### src/rtl/mult_pkg.sv
// Shared types and constants for the shift-and-add multiplier.
// Holds the FSM state encoding, default width and product-width helper.
package mult_pkg;

  localparam int MULT_WIDTH = 4;

  typedef enum logic [1:0] {
    IDLE = 2'd0,
    BUSY = 2'd1,
    DONE = 2'd2
  } state_t;

  function automatic int prod_w(input int w);
    return 2 * w;
  endfunction

endpackage

### src/rtl/shift_add_step.sv
// One combinational shift-and-add iteration.
// Adds mcand when the multiplier LSB is set, then shifts both operands.
module shift_add_step
  import mult_pkg::*;
#(
  parameter int WIDTH = MULT_WIDTH
) (
  input  logic [prod_w(WIDTH)-1:0] acc,
  input  logic [prod_w(WIDTH)-1:0] mcand,
  input  logic [WIDTH-1:0]         mplier,
  output logic [prod_w(WIDTH)-1:0] acc_nxt,
  output logic [prod_w(WIDTH)-1:0] mcand_nxt,
  output logic [WIDTH-1:0]         mplier_nxt
);

  // carry out of the add is dropped; the product never needs it
  assign acc_nxt    = mplier[0] ? acc + mcand : acc;
  assign mcand_nxt  = mcand << 1;
  assign mplier_nxt = mplier >> 1;

endmodule

### src/rtl/shift_add_mult.sv
// Iterative shift-and-add unsigned multiplier with valid/ready handshakes.
// Define SHIFT_ADD_MULT_EARLY_TERM_EN to stop once the multiplier runs out of set bits.
module shift_add_mult
  import mult_pkg::*;
#(
  parameter int WIDTH = MULT_WIDTH
) (
  input  logic                     clk,
  input  logic                     rst_n,
  input  logic                     in_valid,
  output logic                     in_ready,
  input  logic [WIDTH-1:0]         a,
  input  logic [WIDTH-1:0]         b,
  output logic                     out_valid,
  input  logic                     out_ready,
  output logic [prod_w(WIDTH)-1:0] prod,
  output logic                     busy
);

  localparam int PW = prod_w(WIDTH);
  localparam int CW = (WIDTH > 2) ? $clog2(WIDTH) : 1;
  localparam logic [CW-1:0] CNT_LAST = CW'(WIDTH - 1);

  state_t          state;
  state_t          state_n;
  logic [PW-1:0]   acc;
  logic [PW-1:0]   mcand;
  logic [WIDTH-1:0] mplier;
  logic [CW-1:0]   cnt;
  logic [PW-1:0]   acc_s;
  logic [PW-1:0]   mcand_s;
  logic [WIDTH-1:0] mplier_s;
  logic            last;

  shift_add_step #(
    .WIDTH(WIDTH)
  ) u_step (
    .acc       (acc),
    .mcand     (mcand),
    .mplier    (mplier),
    .acc_nxt   (acc_s),
    .mcand_nxt (mcand_s),
    .mplier_nxt(mplier_s)
  );

`ifdef SHIFT_ADD_MULT_EARLY_TERM_EN
  assign last = (cnt == CNT_LAST) || (mplier_s == '0);
`else
  assign last = (cnt == CNT_LAST);
`endif

  always_ff @(posedge clk or negedge rst_n) begin
    if (!rst_n) begin
      state <= IDLE;
    end else begin
      state <= state_n;
    end
  end

  always_comb begin
    state_n = state;
    unique case (state)
      IDLE:    if (in_valid) state_n = BUSY;
      BUSY:    if (last) state_n = DONE;
      DONE:    if (out_ready) state_n = IDLE;
      default: state_n = IDLE;
    endcase
  end

  always_ff @(posedge clk or negedge rst_n) begin
    if (!rst_n) begin
      acc    <= '0;
      mcand  <= '0;
      mplier <= '0;
      cnt    <= '0;
    end else begin
      unique case (state)
        IDLE: begin
          if (in_valid) begin
            acc    <= '0;
            mcand  <= {{WIDTH{1'b0}}, a};
            mplier <= b;
            cnt    <= '0;
          end
        end
        BUSY: begin
          acc    <= acc_s;
          mcand  <= mcand_s;
          mplier <= mplier_s;
          cnt    <= cnt + CW'(1);
        end
        default: ;
      endcase
    end
  end

  // in_ready is held low for the whole reset window
  assign in_ready  = rst_n && (state == IDLE);
  assign out_valid = (state == DONE);
  assign busy      = (state != IDLE);
  assign prod      = (state == DONE) ? acc : '0;

endmodule
### config.mk
export PLATFORM = sky130hd
export DESIGN_NAME = shift_add_mult
export DESIGN_NICKNAME = d
export VERILOG_FILES = /design/src/rtl/mult_pkg.sv /design/src/rtl/shift_add_step.sv /design/src/rtl/shift_add_mult.sv
export SDC_FILE = /design/constraint.sdc
export NUM_CORES = 1
export LEC_CHECK = 0
export ABC_AREA = 1
export CORE_ASPECT_RATIO = 1.75
export CORE_UTILIZATION = 55
export CTS_BUF_LIST = sky130_fd_sc_hd__clkbuf_8
export DETAILED_ROUTE_END_ITERATION = 10
export PLACE_DENSITY = 0.77
export SETUP_SLACK_MARGIN = 0.1
export SYNTH_ARGS = -nofsm -noshare
export SYNTH_HDL_FRONTEND = slang
export SYNTH_HIERARCHICAL = 1
export SYNTH_SLANG_ARGS = --single-unit
### constraint.sdc
create_clock -name clk -period 2.3 [get_ports clk]
set_clock_uncertainty 0.1 [all_clocks]
set_input_delay 0.46 -clock clk [delete_from_list [all_inputs] [get_ports clk]]
set_output_delay 0.46 -clock clk [all_outputs]
set_load 0.01 [all_outputs]
==> images/clk_routes.png <==
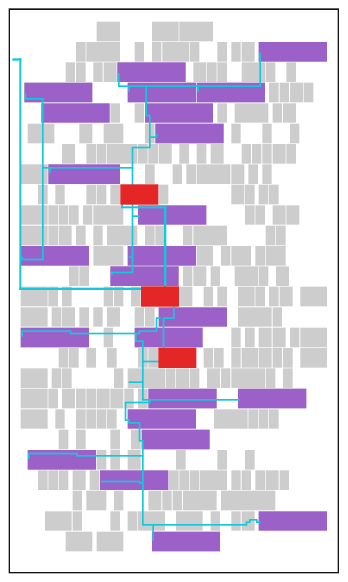
Cyan stands for clock wires, length 297 um. Red stands for clock drivers, count 3. Purple stands for flip-flops, count 24.
There are 4 routed clock nets.
clock group total power: 286 uW
clk_lat worst skew: 0.26 ns

==> images/detail.png <==
Bar = 10 um. Window x 9 to 34, y 10 to 35 um. Cells in gray, sequential cells in the stronger gray; small squares are vias.
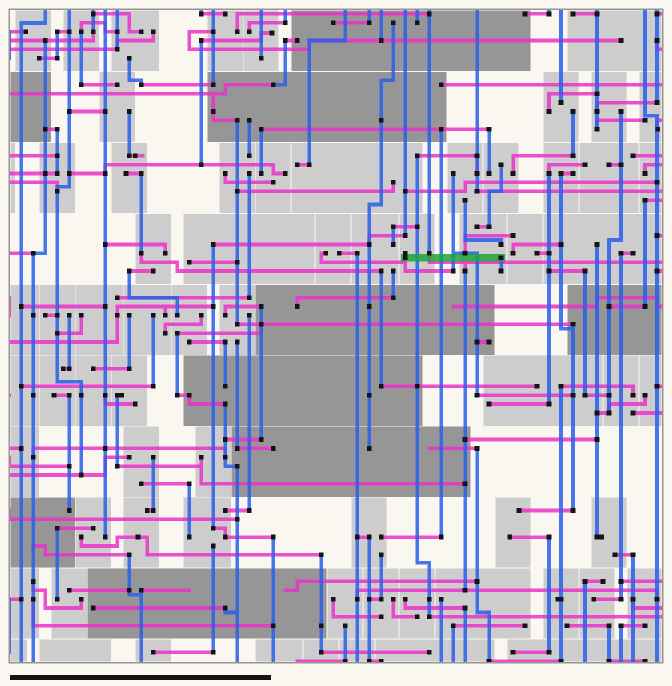
Blue stands for metal 2. Green stands for metal 3. Magenta stands for metal 1.
Most frequent: nand2_1 (30), inv_1 (10), dfrtp_1 (6). Netlist names of flops here include `mcand` (3), `acc` (2). Sequential cells in the window: 6. 63 logic cells have their middle in the window.

-- routing by layer --
metal,wire [um],share of wire [%],global-route usage (%)
met1,1390,45,28.2
met2,1600,52,41.1
met3,48,1.6,3.12
met4,42,1.4,9.72
met5,0,0,0
-- critical path, stage by stage, from the launching register on --
cell and delay (ns):
dfrtp_1 0.39, inv_2 0.11, nand2_4 0.11, nor2_1 0.11
clkdlybuf4s50_1 0.55
-- synth_stat cells --
master	n
fa_1	1
inv_1	37
ha_1	8
nand2_4	2
and2_4	1
xnor2_1	1
buf_4	13
inv_2	4
nor2_1	15
conb_1	1
a21oi_1	5
buf_2	1
nand2_1	92
nand3_1	16
nor2_4	1
nand2_2	1
nand3b_1	2
o21ai_0	7
o21ai_1	6
dfrtp_1	24
or2_1	2
buf_6	3
-- stage by stage --
step                utilization, %  area, um2
finish                        64.7       1870
global route                  64.7       1870
CTS                           64.4       1870
detailed placement            62.5       1810
global placement              62.5       1810
floorplan                        -       1680
-- kinds of logic (layout without fill, tap and decap cells) --
logic type | Yosys count | count (layout) | synth area share, %
AND/OR/NAND/NOR | 132 | 132 | 33.4
buffers and inverters | 58 | 69 | 17.4
flip-flops | 24 | 24 | 35.9
AND-OR/OR-AND | 18 | 18 | 5.39
adder cells (fa/ha/maj) | 9 | 9 | 7.19
other | 1 | 2 | 0.224
XOR/XNOR | 1 | 1 | 0.524
-- how the worst max path moves through the flow --
stage              from       end  slack [ns]
6_report       state[0]   prod[1]        0.19
4_1_cts        state[0]   prod[1]        0.12
3_5_place_dp      rst_n  in_ready        0.02
3_3_place_gp      rst_n  in_ready        0.03
5_1_grt        state[0]   prod[1]        0.11
2_1_floorplan    acc[0]    acc[6]        0.61
-- sequential cells by signal, indices dropped and copies added (netlist names) --
register	cells
cnt	2
state	2
mcand	8
acc	8
mplier	4
-- layout by cell type (no fill, tap or decap) --
master / count
nand2_1: 91
inv_1: 37
dfrtp_1: 23
clkdlybuf4s50_1: 20
nand3_1: 16
nor2_1: 15
ha_1: 8
o21ai_0: 7
o21ai_1: 6
a21oi_1: 5
inv_2: 4
clkbuf_8: 4
nand2_4: 3
buf_4: 2
or2_1: 2
nand3b_1: 2
conb_1: 2
nor2_4: 1
dlygate4sd2_1: 1
dlymetal6s2s_1: 1
dfrtp_2: 1
and2_4: 1
nand2_2: 1
xnor2_1: 1
fa_1: 1
-- power breakdown --
| group | switching [mW] | internal, mW |
|---|---|---|
| sequential | 0.174 | 0.619 |
| combinational | 0.843 | 0.540 |
| clock | 0.133 | 0.153 |
-- layout make-up --
class | count | area share, %
clock buffer | 4 | 2.94
inverter | 41 | 8.21
multi-input combinational | 162 | 42.3
sequential | 24 | 32.1
tap | 28 | 1.87
timing repair buffer | 24 | 12.6
-- repair_timing --
item                                    CTS  global route
gates resized                             2             3
endpoints found under the setup margin   10             8
hold buffers                              0             0
buffers inserted                          0             0
==> Slide: Implementation Results <==
Key Metrics from the Run

Run status
  • Status: finished with violations
  • Failing checks: design-rule violations

CTS
  • Worst-path clk slew: 0.08 ns
  • CTS root buf: clkbuf_8
  • CTS Buffer Depth: 2
  • Clock tree sinks: 24
  • TritonCTS clock tree: yes
  • Total CTS buffers: 3
  • H-tree levels: 1

Power
  • Pwr Total: 2.46 mW
  • Power density over cell area: 1310 nW/um2
  • Static Leak: 1.07 nW
  • Peak supply drop: 0.763 mV

Global route
  • Largest net degree at the start of global routing: 25
  • GRT Overall Usage: 23.4%
  • Gr ovfl total: 0
  • Global-route wire length before repair: 5.84 mm
  • Number of global-route vias before repair: 1,405
  • Initial antenna violation count: 0

Setup path
  • FF-to-FF Start: acc[0]
  • CP Class: flop to output pin
  • CP Launch Type: flop
  • Worst path required time: 1.74 ns
  • Reg2reg end: acc[6]
  • Worst r2r path cells: 13
  • CP arrival: 1.55 ns
  • CP Max Fanout: 10
  • CP Capture Type: output pin
  • Reg2reg setup slack: 0.41 ns

Place
  • Dpl cells: 279
  • Routability-driven placement congestion ratio: 0.855
  • # port buffers: 22
  • Post-detail-place hpwl: 2.35 mm
  • Post-place setup slack: 0.0175 ns

Final timing
  • Post-layout min period: 2.11 ns
  • Final Setup Violations: 0
  • Fmax: 475 MHz
  • Setup ws final: 0.194 ns
  • Tcrit/Tclk final: 91.6%
  • RSZ-0062 raised after global routing: no
  • Slew Limit Fails: 0
  • Setup TNS: 0 ns
  • Worst hold slack: 0.387 ns
  • Final hold vios: 0

Layout
  • Share of layout cells above drive strength 1: 6.67%
  • FF+latch area: 602 um2
  • Fillers: 265
  • N_diodes: 0
  • Logic area: 792 um2
  • Nets: 277
  • Final cell count without fillers: 283
  • Layout area overhead: 12.1%

Yosys
  • Ys Warns: 6
  • Dominant cell area share: 35.9%
  • Cell count after synthesis: 243
  • Synth area leaders: dfrtp_1 36%, nand2_1 21%, inv_1 8.3%
  • Netlist cell types: 22
  • Syn Area/Cell: 6.88 um2
  • #FFs+latches synth: 24
  • Cell taking the most area after synthesis: dfrtp_1
  • Yosys Instances: 243
  • YS chip area: 1670 um2
  • Post-Syn Area: 1670 um2
  • Synth Seq Share: 35.9%

Drt
  • Final ANT Viol Nets: 0
  • Detailed-route DRC error count: 2
  • Final WL: 3.09 mm
  • Drt pass-1 iters: 9
  • Vias per std cell: 4.94
  • Vias: 1,399
  • Initial DRC count: 31
  • DR WL/cell: 10.9 um

Floorplan
  • Chip height: 74.9 um
  • Io pins: 23
  • Initial Util: 57.7%
  • Cell row count: 26
  • Core Region: 2900 um2
  • Chip width: 43.7 um
  • Chip area: 3270 um2

Worst hold path
  • Hold Crit Start: cnt[1]
  • Hold Crit Depth: 2
  • Sink of the worst hold path: cnt[1]
  • Hold Crit Class: flop to flop

Job
  • Tool warnings: 26
  • Max_cap viols: 0
Power and IR drop assume default switching activity.
